### src/rtl/router_reg_hold.sv
// router_reg_hold
//   Datapath register stage between the router FSM and the output FIFOs.
//   Registers header/payload bytes onto dout. Bytes that arrive while the
//   selected FIFO is full go into a tagged holding queue, which drains in
//   laf_state. The stage also accumulates a packet checksum (XOR or additive)
//   and flags a mismatch against the received parity byte.
//
// Ports
//   clock, resetn        : clock, asynchronous active-low reset
//   pkt_valid            : source byte valid; low in ld_state marks parity byte
//   fifo_full            : selected output FIFO is full
//   rst_int_reg          : clear request for low_pkt_valid
//   detect_add .. full_state : one-hot FSM state decodes
//   data_in              : byte from the source
//   dout                 : byte to the output FIFO
//   parity_done          : parity byte delivered to dout
//   low_pkt_valid        : parity byte received from the source
//   err                  : checksum mismatch for the current packet
//   hold_count           : holding-queue occupancy
//   hold_ovf             : sticky, push attempted while queue full
module router_reg_hold #(
    parameter int DATA_W     = 8,
    parameter int HOLD_DEPTH = 4,
    parameter int CHK_MODE   = 0
) (
    input  logic                          clock,
    input  logic                          resetn,
    input  logic                          pkt_valid,
    input  logic                          fifo_full,
    input  logic                          rst_int_reg,
    input  logic                          detect_add,
    input  logic                          lfd_state,
    input  logic                          ld_state,
    input  logic                          laf_state,
    input  logic                          full_state,
    input  logic [DATA_W-1:0]             data_in,
    output logic [DATA_W-1:0]             dout,
    output logic                          parity_done,
    output logic                          low_pkt_valid,
    output logic                          err,
    output logic [$clog2(HOLD_DEPTH):0]   hold_count,
    output logic                          hold_ovf
);

    localparam int PW = $clog2(HOLD_DEPTH);
    localparam int CW = PW + 1;

    logic [DATA_W-1:0] hdr_q, hdr_d;
    logic [DATA_W-1:0] chk_q, chk_d;
    logic [DATA_W-1:0] rxpar_q, rxpar_d;
    logic [DATA_W-1:0] dout_q, dout_d;
    logic              pd_q, pd_d;
    logic              pd_dly_q, pd_dly_d;
    logic              lpv_q, lpv_d;
    logic              err_q, err_d;
    logic              ovf_q, ovf_d;
    logic [PW-1:0]     wr_q, wr_d;
    logic [PW-1:0]     rd_q, rd_d;
    logic [CW-1:0]     cnt_q, cnt_d;

    // Each entry is {last, data}; last marks the parity byte.
    logic [DATA_W:0]   mem_q [HOLD_DEPTH];
    logic [DATA_W:0]   head;

    logic start, act, push, pop, q_full, push_ok;

    function automatic logic [DATA_W-1:0] fold(input logic [DATA_W-1:0] a,
                                               input logic [DATA_W-1:0] b);
        if (CHK_MODE == 1) return a + b;
        else               return a ^ b;
    endfunction

    always_comb begin
        start   = detect_add & pkt_valid;
        // full_state freezes the datapath; the decodes are one-hot so this
        // gate never masks another state's action.
        act     = !full_state & !start;
        q_full  = (cnt_q == CW'(HOLD_DEPTH));
        push    = act & ld_state & fifo_full;
        pop     = act & laf_state & !fifo_full & (cnt_q != '0);
        push_ok = push & !q_full;
        head    = mem_q[rd_q];

        hdr_d    = hdr_q;
        chk_d    = chk_q;
        rxpar_d  = rxpar_q;
        dout_d   = dout_q;
        pd_d     = pd_q;
        ovf_d    = ovf_q;
        wr_d     = wr_q;
        rd_d     = rd_q;
        cnt_d    = cnt_q;
        pd_dly_d = pd_q;

        if (start) begin
            hdr_d = data_in;
            chk_d = '0;
            pd_d  = 1'b0;
            ovf_d = 1'b0;
            wr_d  = '0;
            rd_d  = '0;
            cnt_d = '0;
        end else if (act) begin
            if (lfd_state) begin
                dout_d = hdr_q;
                chk_d  = fold(chk_q, hdr_q);
            end
            if (ld_state && !fifo_full) begin
                dout_d = data_in;
                if (pkt_valid) chk_d = fold(chk_q, data_in);
                else begin
                    rxpar_d = data_in;
                    pd_d    = 1'b1;
                end
            end
            if (push) begin
                if (q_full) ovf_d = 1'b1;
                else begin
                    wr_d = wr_q + 1'b1;
                    if (pkt_valid) chk_d = fold(chk_q, data_in);
                    else           rxpar_d = data_in;
                end
            end
            if (pop) begin
                rd_d   = rd_q + 1'b1;
                dout_d = head[DATA_W-1:0];
                if (head[DATA_W]) pd_d = 1'b1;
            end
            case ({push_ok, pop})
                2'b10:   cnt_d = cnt_q + 1'b1;
                2'b01:   cnt_d = cnt_q - 1'b1;
                default: cnt_d = cnt_q;
            endcase
        end

        // err samples the checksum on the edge after parity_done rises.
        err_d = err_q;
        if (start)                err_d = 1'b0;
        else if (pd_q && !pd_dly_q) err_d = (chk_q != rxpar_q);

        // A same-cycle set beats the clear request.
        lpv_d = lpv_q;
        if (ld_state && !pkt_valid) lpv_d = 1'b1;
        else if (rst_int_reg)       lpv_d = 1'b0;
    end

    always_ff @(posedge clock or negedge resetn) begin
        if (!resetn) begin
            hdr_q    <= '0;
            chk_q    <= '0;
            rxpar_q  <= '0;
            dout_q   <= '0;
            pd_q     <= 1'b0;
            pd_dly_q <= 1'b0;
            lpv_q    <= 1'b0;
            err_q    <= 1'b0;
            ovf_q    <= 1'b0;
            wr_q     <= '0;
            rd_q     <= '0;
            cnt_q    <= '0;
        end else begin
            hdr_q    <= hdr_d;
            chk_q    <= chk_d;
            rxpar_q  <= rxpar_d;
            dout_q   <= dout_d;
            pd_q     <= pd_d;
            pd_dly_q <= pd_dly_d;
            lpv_q    <= lpv_d;
            err_q    <= err_d;
            ovf_q    <= ovf_d;
            wr_q     <= wr_d;
            rd_q     <= rd_d;
            cnt_q    <= cnt_d;
        end
    end

    // Storage needs no reset: the pointers define which entries are live.
    always_ff @(posedge clock) begin
        if (push_ok) mem_q[wr_q] <= {~pkt_valid, data_in};
    end

    assign dout          = dout_q;
    assign parity_done   = pd_q;
    assign low_pkt_valid = lpv_q;
    assign err           = err_q;
    assign hold_count    = cnt_q;
    assign hold_ovf      = ovf_q;

endmodule

### config.mk
export PLATFORM = sky130hd
export DESIGN_NAME = router_reg_hold
export DESIGN_NICKNAME = d
export VERILOG_FILES = /design/src/rtl/router_reg_hold.sv
export SDC_FILE = /design/constraint.sdc
export NUM_CORES = 1
export LEC_CHECK = 0
export CAP_MARGIN = 15
export CELL_PAD_IN_SITES_DETAIL_PLACEMENT = 2
export CELL_PAD_IN_SITES_GLOBAL_PLACEMENT = 2
export CORE_ASPECT_RATIO = 0.6
export CORE_MARGIN = 3
export CORE_UTILIZATION = 36
export CTS_BUF_LIST = sky130_fd_sc_hd__clkbuf_16
export DETAILED_ROUTE_END_ITERATION = 12
export PLACE_DENSITY = 0.75
export SKIP_CTS_REPAIR_TIMING = 1
export SYNTH_ARGS = -nofsm -noshare
export SYNTH_HDL_FRONTEND = slang
export SYNTH_SLANG_ARGS = --single-unit
### constraint.sdc
create_clock -name clock -period 2.03 [get_ports clock]
set_input_delay 0.203 -clock clock [delete_from_list [all_inputs] [get_ports clock]]
set_output_delay 0.203 -clock clock [all_outputs]
set_load 0.02 [all_outputs]
==> results.yml, run 1 <==
# flow metrics
finish:
  fill_cells: 989
  final_util: 0.498
  final_area_mm2: 0.00507
  syn_to_final_growth_pct: 30.2
  clk_share: 0.0584
  largest-register: "mem_q"
  layout_top_cell: "buf_4"
  register_area_mm2: 0.00218
  nNonClkBuffers: 86
  logic_area_mm2: 0.00164
  seq_cells: 80
  comb_share: 0.324
  biggestCellCategory: "flip-flops and latches"
  stdcell_count: 524
  sh_seq_area: 0.430
  most-common-layout-cells: "50 x buf_4, 43 x dfrtp_1, 36 x edfxtp_1"
  num-multi-input-gates: 201
  bufAreaShareNonClock: 0.150
  largest_reg_flops: 36
  drive_gt1_frac: 0.265
  n_all_inverters: 6
  clock_buffers: 9
  finalNetCount: 407
  n_antenna_cell: 0
placed_design:
  place_ws_ns: -0.0935
  placement.io_buffers: 32
  post-dp-hpwl_um: 9880
  dp.cells: 507
  dpl_cell_area_mm2: 0.00475
  gp_congestion: 0.871
route:
  drtAntennaViolNets: 0
  vias_per_cell: 5.67
  wire_per_inst_um: 26.3
  drt_iter0_drc: 261
  drc: 0
  drt_first_pass_iters: 5
logic_synthesis:
  synthTopLogicFamily: "simple AND/OR/NAND/NOR gates"
  ys_warn_count: 0
  synth.area.top_cells: "dfrtp_1 28%, edfxtp_1 28%, mux2_4 6.2%"
  flop_cell: "dfrtp_1"
  synthCells: 306
  seq_area_frac_synth: 0.560
  mux_share: 0.137
  synth_area_per_cell_um2: 12.7
  synthXorXnorAreaFrac: 0.0247
  synthSimpleGateAreaFrac: 0.149
  ys_types: 50
  syn-num-nets: 329
  ys_sh_adder: 0.0180
  top_area_frac: 0.283
  synth_top_cell_by_area: "dfrtp_1"
  synth_flops: 80
  yosys-stat-cells: 306
  edf_count: 36
  yosys_area_mm2: 0.00390
  syn_area_mm2: 0.00390
  ys_sh_aoi: 0.0841
  async_flop_share: 0.550
setup_path:
  critPathLaunch: "rd_q[0]"
  cp_max_fo: 8
  arrival_ns: 2.20
  cp_slowest_cell: "mux4_2"
  worstPathRequired_ns: 2.25
  critPathTopFamily: "multiplexers"
  critPathMaxStageDelay_ns: 0.51
  ff2ff_path_depth: 5
  cp.depth: 5
  startpoint_type: "flip-flop"
  worstSetupEndpointType: "flip-flop"
  crit_chain: "buf_12, mux4_2, nor4_1, a21oi_1, mux2_4"
  critPathCapture: "dout[3]"
  path_class: "reg2reg"
  regToRegEndpoint: "dout[3]"
  path_buffers: 1
  r2r-start: "rd_q[0]"
  rrSetupSlack_ns: 0.05
die:
  ios: 33
  die_x_um: 140
  taps: 135
  design.core.area_mm2: 0.0102
  core_util_floorplan: 0.382
  fp.dieH_um: 86.6
  rows: 28
  die_area_mm2: 0.0121
final_timing:
  skew_ns: 0.0133
  period_used_share: 0.976
  slew_violations: 0
  fin_crit_ns: 1.98
  setup_ws_ns: 0.0497
  slew_headroom: 0.500
  hold_violations: 0
  worstMarginPinSlew_ns: 0.743
  setup_tns_ns: 0
  setup_viol: 0
  fmax_ghz: 0.505
  rsz0062_at_grt: "false"
  hold_ws_ns: 0.392
run:
  maxCapViolCount: 0
  tool_warnings: 29
power:
  switching_share: 0.297
  switchingPower_mw: 1.42
  powerClk_mw: 1.64
  comb-power_mw: 1.10
  vdd_drop_max_mv: 0.457
  power_frac_clock: 0.344
  finalPower_mw: 4.78
  seq_cell_power_mw: 2.03
  powerDensity_mw_per_mm2: 941
  power.group.top: "sequential cells"
  leakage_nw: 2.08
  combinationalPowerShare: 0.230
  power_frac_seq: 0.425
  p_int_mw: 3.36
grt:
  grt_antenna_before_repair: 0
  grt_usage: 0.243
  grt_pass1_vias: 3346
  overflow: 0
  grt_pass1_wl_um: 21900
  grt_max_degree: 26
cts:
  cts_tree: "built"
  clock-sinks: 80
  clockBufferDepth: 2
  root_buffer: "clkbuf_16"
  cts_made_buffers: 9
  clk_pin_slew_ns: 0.07
  clock_latency_ns: 0.35
  htreeDepth: 3
outcome:
  outcome: "complete, no violations"
worst_hold_path:
  holdCritPathClass: "in2async"
-- run 1: synth_stat cells, types with 2 or more instances --
cell	count
nor2_1	9
o2bb2ai_1	9
xnor2_1	2
nand2b_1	4
mux2i_1	9
nor3_2	2
nand3_1	2
nor2b_1	3
nand3b_1	2
mux4_2	9
and2_1	2
buf_4	2
nor3_1	3
or3_1	2
nor4b_1	8
inv_1	4
a21oi_1	20
nor4_1	10
nand2_1	35
xor2_1	9
and3_1	4
dfrtp_1	44
edfxtp_1	36
buf_2	5
clkbuf_1	12
a21boi_0	2
nand4b_1	8
o211ai_1	2
ha_1	4
mux2_4	16
a31oi_1	8
-- run 1: routing by layer --
layer	routed length, µm	global-route usage
met5	0	0
met3	734	0.0480
met4	108	0.0422
met1	6540	0.350
met2	6420	0.389
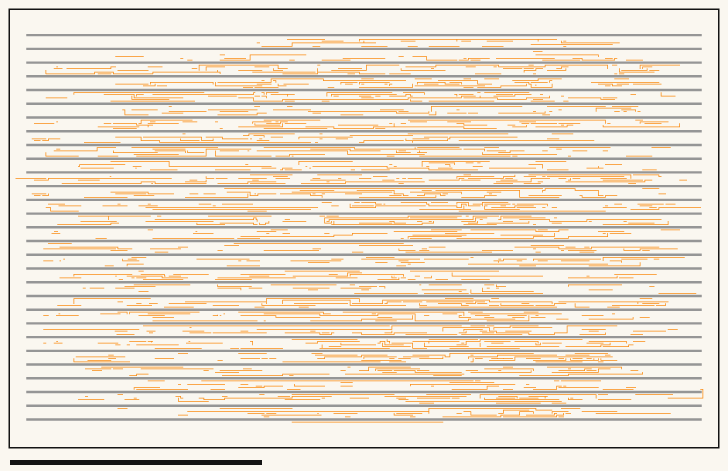
Run 1: the metal 1 layer
The bar under the picture is 50 µm long. Supply wires on this layer in grey.
The layer holds 47% of the routed length. The layer carries 6,540 µm of wire. The wires run mostly horizontal.
Via Count: 2,970
Total Wirelength: 13,800 µm
met1 Usage GRT: 0.350

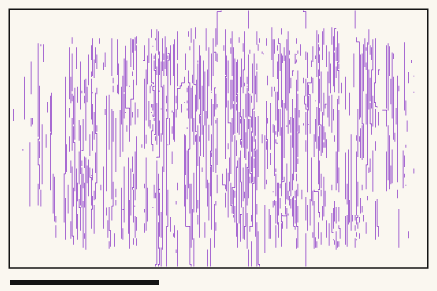
Run 1: the metal 2 layer
The bar under the picture is 50 µm long.
375 nets have wire on it. The layer carries 6,420 µm of wire. The wires run mostly vertical.
GR Util met2: 0.389

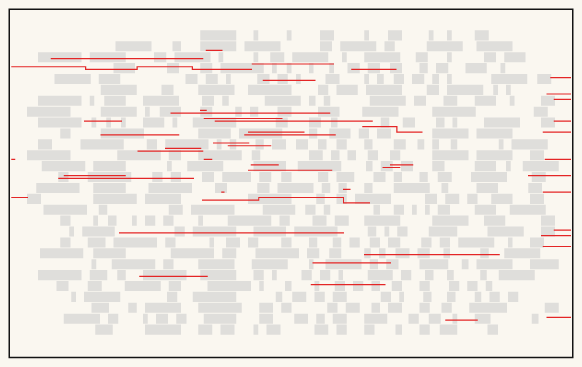
Run 1: signal wires on met3
Cells faint in the background.
The longest straight run is 55.9 µm. The wires run mostly horizontal.
met3 usage in global routing: 0.0480

## Run 2: what changed since run 1
- REMOVE_ABC_BUFFERS: default -> 1
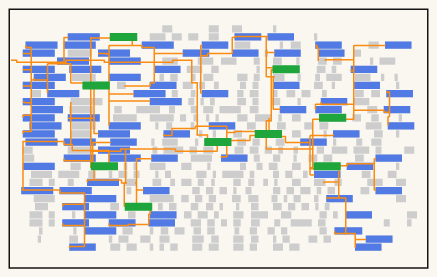
Run 2: clock distribution
Orange is clock wires, length 1,110 µm. Green is cells driving clock nets, count 9. Blue is flip-flops, count 80.
There are 10 routed clock nets. Position of the flops: spread over the die.

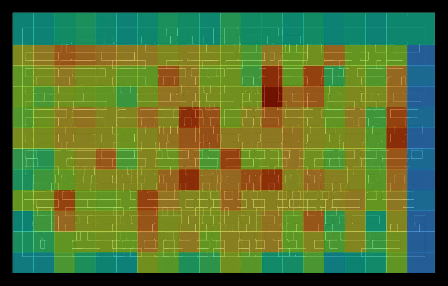
Run 2: routing congestion map
Tot GR Track Use: 0.217
met3 usage in global routing: 0.0436

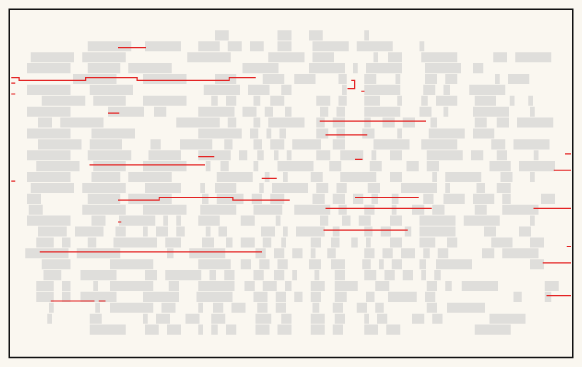
Run 2: signal wires on met3
Cells faint in the background.
The longest straight run is 55.2 µm. 21 nets have wire on it. The wires run mostly horizontal. The layer carries 354 µm of wire. The layer holds 2.9% of the routed length.

==> run 2 against run 1 <==
Against the previous run:
- non-clock buffer count shrank 7
- sequential cell count is the same
- sequential power is essentially flat
- final cell count shrank 1.3%
==> results.yml, run 2 <==
# flow metrics
setup_path:
  r2r-start: "hold_count[2]"
  crit_chain: "or3_4, nand3_2, inv_2, fa_1, a211oi_1, o21bai_1, a21oi_1"
  path_buffers: 1
  critPathMaxStageDelay_ns: 0.42
  regToRegEndpoint: "hold_count[2]"
  ff2ff_path_depth: 7
  worstPathRequired_ns: 2.30
  rrSetupSlack_ns: 0.05
  critPathTopFamily: "AND-OR/OR-AND gates"
cts:
  htreeDepth: 3
  clk_pin_slew_ns: 0.07
  clock_latency_ns: 0.34
  clockBufferDepth: 2
  root_buffer: "clkbuf_16"
  cts_made_buffers: 9
route:
  drtAntennaViolNets: 0
  routed-wl-met2_um: 5750
  drt_iter0_drc: 201
  wl_met1_um: 6200
  vias_per_cell: 5.56
  num_vias: 2874
  drc: 0
logic_synthesis:
  synth_area_per_cell_um2: 12.7
  synthTopCellsByCount: "44 x dfrtp_1, 36 x edfxtp_1, 35 x nand2_1"
  async_flop_share: 0.550
  flop_cell: "dfrtp_1"
  ys_types: 50
  yosys-stat-cells: 306
  syn_area_mm2: 0.00390
  seq_area_frac_synth: 0.560
die:
  rows: 28
  taps: 135
  ios: 33
  fp.dieH_um: 86.6
  die_area_mm2: 0.0121
  core_util_floorplan: 0.382
grt:
  overflow: 0
  top_usage_layer: "met2"
  grt_pass1_wl_um: 19700
  grt_antenna_before_repair: 0
  grt_pass1_vias: 3236
final_timing:
  slew_headroom: 0.539
  fin_crit_ns: 1.98
  setup_ws_ns: 0.0520
  setup_viol: 0
  setup_tns_ns: 0
  hold_violations: 0
  period_used_share: 0.974
  skew_ns: 0.00669
  slew_violations: 0
finish:
  logic_area_mm2: 0.00164
  finalNetCount: 400
  nNonClkBuffers: 79
  bufAreaShareNonClock: 0.149
  drive_gt1_frac: 0.257
  layout_top_cell: "dfrtp_1"
  stdcell_count: 517
  clock_buffers: 9
  final_area_mm2: 0.00509
  n_antenna_cell: 0
  seq_cells: 80
  biggestCellCategory: "flip-flops and latches"
  fill_cells: 978
  n_all_inverters: 6
  register_area_mm2: 0.00218
power:
  comb-power_mw: 1.07
  seq_cell_power_mw: 2.02
  power.group.top: "sequential cells"
  powerClk_mw: 1.75
  switching_share: 0.296
  power_frac_clock: 0.362
  p_int_mw: 3.41
placed_design:
  place_ws_ns: -0.156
  dpl_cell_area_mm2: 0.00472
  placement.io_buffers: 32
  dp.cells: 499
  post-dp-hpwl_um: 9000
worst_hold_path:
  holdCritPathClass: "in2async"
outcome:
  outcome: "complete, no violations"
run 2: cell counts after synthesis:
Identical to the previous run, type by type.
run 2: how the worst max path moves through the flow:
| stage | depth (start not counted) | endpoint | start |
|---|---|---|---|
| 2_1_floorplan | 3 | rxpar_q[0] | hold_count[0] |
| 6_report | 7 | hold_count[2] | hold_count[2] |
| 3_3_place_gp | 8 | hold_count[2] | fifo_full |
| 3_5_place_dp | 6 | chk_q[6] | fifo_full |
| 4_1_cts | 6 | chk_q[6] | hold_count[2] |
| 5_1_grt | 7 | hold_count[2] | hold_count[2] |
run 2: cell families after synthesis:
group	share of synthesized area
AND-OR/OR-AND	0.0841
flip-flops	0.560
XOR/XNOR	0.0247
multiplexers	0.137
AND/OR/NAND/NOR	0.149
adder cells (fa/ha/maj)	0.0180
buffers and inverters	0.0276
Power and IR drop assume default switching activity.
